**Metal 1**

Supply wires on this layer in grey.
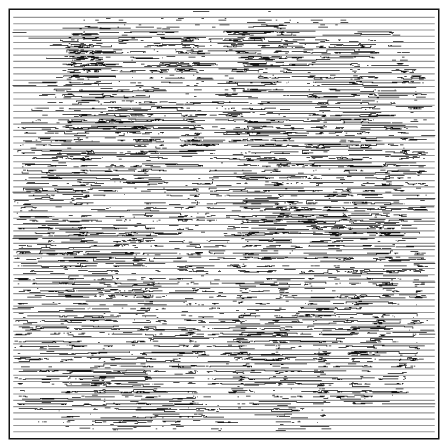
**The metal 2 layer**

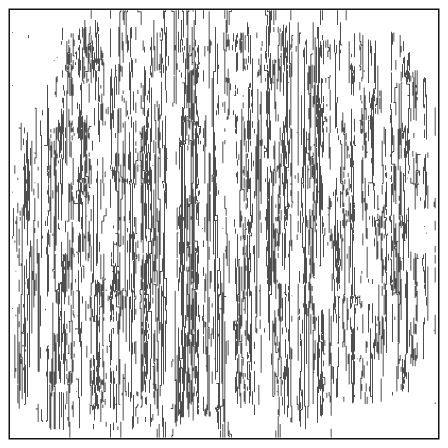
**Met3 routing**

Scale bar: 50 um.
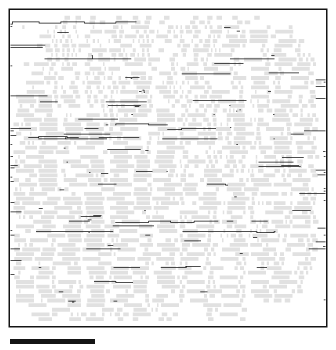
==> src/rtl/bus_drv_endpoint.sv <==
// rtl/bus_drv_endpoint.sv - drive-port endpoint: TX/RX FIFOs on the pndng/pop and push/D_push handshake
// Optional address filter on pushes: BUS_EP_ADDR_FILTER_EN.
module bus_drv_endpoint #(
    parameter int PCKG_SZ = 16,
    parameter int DEPTH   = 8,
    parameter int ID      = 0
) (
    input  logic                       clk,
    input  logic                       reset,
    input  logic                       tx_wr,
    input  logic [PCKG_SZ-1:0]         tx_data,
    output logic                       tx_full,
    output logic                       tx_ovf,
    output logic                       pndng,
    output logic [PCKG_SZ-1:0]         D_pop,
    input  logic                       pop,
    input  logic                       push,
    input  logic [PCKG_SZ-1:0]         D_push,
    input  logic                       rx_rd,
    output logic [PCKG_SZ-1:0]         rx_data,
    output logic                       rx_valid,
    output logic [$clog2(DEPTH+1)-1:0] tx_count,
    output logic [$clog2(DEPTH+1)-1:0] rx_count,
    output logic [7:0]                 rx_drop,
    output logic                       pop_err
);
    localparam int CW = $clog2(DEPTH+1);
    localparam int PW = $clog2(DEPTH);
    localparam logic [CW-1:0] FULL_CNT = CW'(DEPTH);
    localparam logic [7:0]    MY_ID    = 8'(ID);
`ifdef BUS_EP_ADDR_FILTER_EN
    localparam bit ADDR_FILTER = 1'b1;
`else
    localparam bit ADDR_FILTER = 1'b0;
`endif

    logic [PCKG_SZ-1:0] tx_mem [DEPTH];
    logic [PCKG_SZ-1:0] rx_mem [DEPTH];
    logic [PW-1:0]      tx_wp, tx_rp, tx_rp_nxt;
    logic [PW-1:0]      rx_wp, rx_rp, rx_rp_nxt;
    logic [CW-1:0]      tx_cnt_nxt, rx_cnt_nxt;
    logic               tx_pop_ok, tx_wr_ok;
    logic               rx_rd_ok, rx_acc, rx_wr_ok, addr_hit;

    assign pndng    = (tx_count != '0);
    assign tx_full  = (tx_count == FULL_CNT);
    assign rx_valid = (rx_count != '0);

    // a full FIFO still accepts a write when the head leaves in the same cycle
    assign tx_pop_ok = pop && pndng;
    assign tx_wr_ok  = tx_wr && (!tx_full || tx_pop_ok);
    assign tx_rp_nxt = tx_pop_ok ? tx_rp + 1'b1 : tx_rp;

    assign addr_hit  = (D_push[PCKG_SZ-1 -: 8] == MY_ID) || (D_push[PCKG_SZ-1 -: 8] == 8'hFF);
    assign rx_acc    = push && (!ADDR_FILTER || addr_hit);
    assign rx_rd_ok  = rx_rd && rx_valid;
    assign rx_wr_ok  = rx_acc && (rx_count != FULL_CNT || rx_rd_ok);
    assign rx_rp_nxt = rx_rd_ok ? rx_rp + 1'b1 : rx_rp;

    always_comb begin
        tx_cnt_nxt = tx_count;
        if (tx_wr_ok && !tx_pop_ok)
            tx_cnt_nxt = tx_count + 1'b1;
        else if (!tx_wr_ok && tx_pop_ok)
            tx_cnt_nxt = tx_count - 1'b1;
        rx_cnt_nxt = rx_count;
        if (rx_wr_ok && !rx_rd_ok)
            rx_cnt_nxt = rx_count + 1'b1;
        else if (!rx_wr_ok && rx_rd_ok)
            rx_cnt_nxt = rx_count - 1'b1;
    end

    always_ff @(posedge clk) begin
        if (tx_wr_ok && !reset)
            tx_mem[tx_wp] <= tx_data;
        if (rx_wr_ok && !reset)
            rx_mem[rx_wp] <= D_push;
    end

    // Head registers look ahead one edge; a write landing in the next head slot is bypassed.
    always_ff @(posedge clk) begin
        if (reset) begin
            tx_wp    <= '0;
            tx_rp    <= '0;
            tx_count <= '0;
            D_pop    <= '0;
            tx_ovf   <= 1'b0;
            pop_err  <= 1'b0;
            rx_wp    <= '0;
            rx_rp    <= '0;
            rx_count <= '0;
            rx_data  <= '0;
            rx_drop  <= '0;
        end else begin
            if (tx_wr_ok)
                tx_wp <= tx_wp + 1'b1;
            tx_rp    <= tx_rp_nxt;
            tx_count <= tx_cnt_nxt;
            if (tx_cnt_nxt != '0)
                D_pop <= (tx_wr_ok && tx_rp_nxt == tx_wp) ? tx_data : tx_mem[tx_rp_nxt];
            if (tx_wr && !tx_wr_ok)
                tx_ovf <= 1'b1;
            if (pop && !pndng)
                pop_err <= 1'b1;

            if (rx_wr_ok)
                rx_wp <= rx_wp + 1'b1;
            rx_rp    <= rx_rp_nxt;
            rx_count <= rx_cnt_nxt;
            if (rx_cnt_nxt != '0)
                rx_data <= (rx_wr_ok && rx_rp_nxt == rx_wp) ? D_push : rx_mem[rx_rp_nxt];
            if (rx_acc && !rx_wr_ok && rx_drop != 8'hFF)
                rx_drop <= rx_drop + 1'b1;
        end
    end
endmodule

==> config.mk <==
export PLATFORM = sky130hd
export DESIGN_NAME = bus_drv_endpoint
export DESIGN_NICKNAME = d
export VERILOG_FILES = /design/src/rtl/bus_drv_endpoint.sv
export SDC_FILE = /design/constraint.sdc
export NUM_CORES = 1
export LEC_CHECK = 0
export CELL_PAD_IN_SITES_DETAIL_PLACEMENT = 1
export CELL_PAD_IN_SITES_GLOBAL_PLACEMENT = 1
export CORE_UTILIZATION = 45
export DETAILED_ROUTE_END_ITERATION = 12
export GPL_ROUTABILITY_DRIVEN = 0
export PLACE_DENSITY_LB_ADDON = 0.1
export REMOVE_ABC_BUFFERS = 1
export SYNTH_ARGS = -nofsm -noshare
export SYNTH_HDL_FRONTEND = slang
export SYNTH_SLANG_ARGS = --single-unit
==> constraint.sdc <==
create_clock -name clk -period 4.45 [get_ports clk]
set_input_delay 0.6675 -clock clk [delete_from_list [all_inputs] [get_ports clk]]
set_output_delay 0.6675 -clock clk [all_outputs]
set_load 0.01 [all_outputs]
==> impl_metrics.py <==
# Physical implementation metrics
metrics = {
    "outcome": {
        "status": "completed",
    },
    "power_and_ir_drop": {
        "pwr-share-comb_pct": 36.2,
        "power_leader": "combinational logic",
        "seq_power_mw": 3.61,
        "p_sw_mw": 3.44,
        "p_sw_share_pct": 33.1,
        "pg_clk_mw": 3.00,
        "p_per_area_nw_per_um2": 582,
        "power.total_mw": 10.4,
        "irDropWorstVdd_mv": 0.336,
        "power_frac_seq_pct": 34.8,
        "p_clk_share_pct": 29.0,
        "p_leak_nw": 5.65,
        "p_int_mw": 6.93,
        "pg_comb_mw": 3.75,
    },
    "timing": {
        "hold_viol": 0,
        "fin_crit_ps": 3420,
        "worst_pin_slew_ps": 981,
        "worst_hold_slack_ps": 450,
        "min_period_over_period_pct": 76.8,
        "fmax_mhz": 293,
        "finalSetupViolCount": 0,
        "setup_ws_ps": 1030,
        "tns_ps": 0,
        "rsz0062_at_grt": "no",
        "fin_skew_ps": 10.4,
        "final_max_slew_viol_count": 0,
    },
    "job": {
        "warning_count": 27,
        "cap_viol_max_count": 0,
    },
    "finish": {
        "comb_cells": 671,
        "buf_share_pct": 6.81,
        "nFlopsAndLatches": 318,
        "nFillCells": 3199,
        "inv_count": 10,
        "lay_top_count": "edfxtp_1",
        "finalNetCount": 1213,
        "reg_top3": "rx_mem x128, tx_mem x128",
        "final_util_pct": 54.4,
        "comb_area_share_pct": 33.0,
        "diodes": 0,
        "syn2layout_area_growth_pct": 17.7,
        "layout_top_cells": "256 x edfxtp_1, 89 x clkdlybuf4s50_1, 82 x mux4_2",
        "drive_gt1_share_pct": 16.8,
        "comb_area_um2": 5880,
        "nClkBuffers": 51,
        "seq_share_pct": 50.1,
        "finalNonFillerCells": 1636,
    },
    "drt": {
        "wl_met2_um": 20400,
        "met1Wirelength_um": 15800,
        "routed_via_density": 5.97,
        "drc": 0,
        "firstDrtPassIters": 4,
        "routed.top_layer": "met4",
        "wl_met3_um": 1280,
        "antenna_left": 0,
        "wl_per_cell_um": 23.4,
    },
    "global_routing": {
        "grt_pass1_vias": 10400,
        "top_usage_layer": "met2",
        "overflow": 0,
        "grt.met3_usage_pct": 3.40,
        "grt.total_usage_pct": 22.9,
        "grt_pass1_wl_um": 58700,
        "grt_max_degree": 74,
        "antenna_found_initial": 0,
    },
    "cts": {
        "cts.path.max_buffers": 3,
        "cts_buffers": 36,
        "cts_tree": "done",
        "insertion_delay_ps": 520,
        "ctsResizeCount": 0,
        "cts-root-buf": "clkbuf_16",
        "hold_buffers": 0,
        "cts_sinks": 318,
        "post_cts_buffers": 0,
        "clkSlewWorstSetupHoldPaths_ps": 60,
        "h-tree-depth": 2,
    },
    "yosys": {
        "synth_flops": 318,
        "mux_area_share_pct": 16.8,
        "edf_count": 256,
        "top_area_cell": "edfxtp_1",
        "top_cells_by_count": "256 x edfxtp_1, 82 x mux4_2, 79 x a21oi_1",
        "xor_area_share_pct": 1.26,
        "ff_type": "edfxtp_1",
        "syn_avg_cell_area_um2": 13.9,
        "adder_share_pct": 0.744,
        "synthAoiAreaFrac_pct": 10.6,
        "async_reset_ff_share_pct": 0,
        "yosysWarnings": 0,
        "logic_family": "multiplexers",
        "netlist_instances": 1088,
        "synth.most_common_cell": "edfxtp_1",
        "syn_area_um2": 15100,
        "synth.distinct_cells": 61,
        "yosysCellCount": 1088,
    },
    "setup_path": {
        "cp.depth": 8,
        "cp.required_ps": 4840,
        "cp.arrival_ps": 3810,
        "max_stage_delay_ps": 690,
        "critPathTopFamily": "simple AND/OR/NAND/NOR gates",
        "reg2reg_from": "rx_count[0]",
        "cp_num_buf_inv": 1,
        "cp_max_fo": 39,
        "reg2reg_depth": 8,
        "crit_end": "rx_data[3]",
        "cp_slowest_cell": "nor4_4",
        "path_class": "reg2reg",
    },
    "floorplanning": {
        "floorplan.core_util_pct": 46.2,
        "well_tap_count": 442,
        "design.core.area_um2": 32800,
        "die_x_um": 185,
        "io_pins": 91,
        "die_y_um": 185,
        "row_count": 66,
    },
    "worst_hold_path": {
        "hold_path.class": "reg2reg",
        "hp-start": "D_pop[5]",
        "hold_depth": 2,
    },
    "place": {
        "postPlaceCellArea_um2": 16600,
        "placement.io_buffers": 90,
    },
}
Back to the opening pictures, 'metal 1':
wire length on this layer: 15800 um
longest straight run: 40.9 um
main direction: horizontal
nets with wire on the layer: 1145
via count: 9759
WL final: 38200 um
GR Util met1: 27.2%

Back to the opening pictures, 'the metal 2 layer':
wire length on this layer: 20.4 mm
main direction: vertical
longest straight run: 109 um
share of all routed wire: 53%
M2 GR Usage: 42.4%

Back to the opening pictures, 'met3 routing':
nets with wire on the layer: 75
longest straight run: 50.6 um
main direction: horizontal
share of all routed wire: 3.3%
wire length on this layer: 1280 um

Power is estimated from default activity; no workload was simulated.
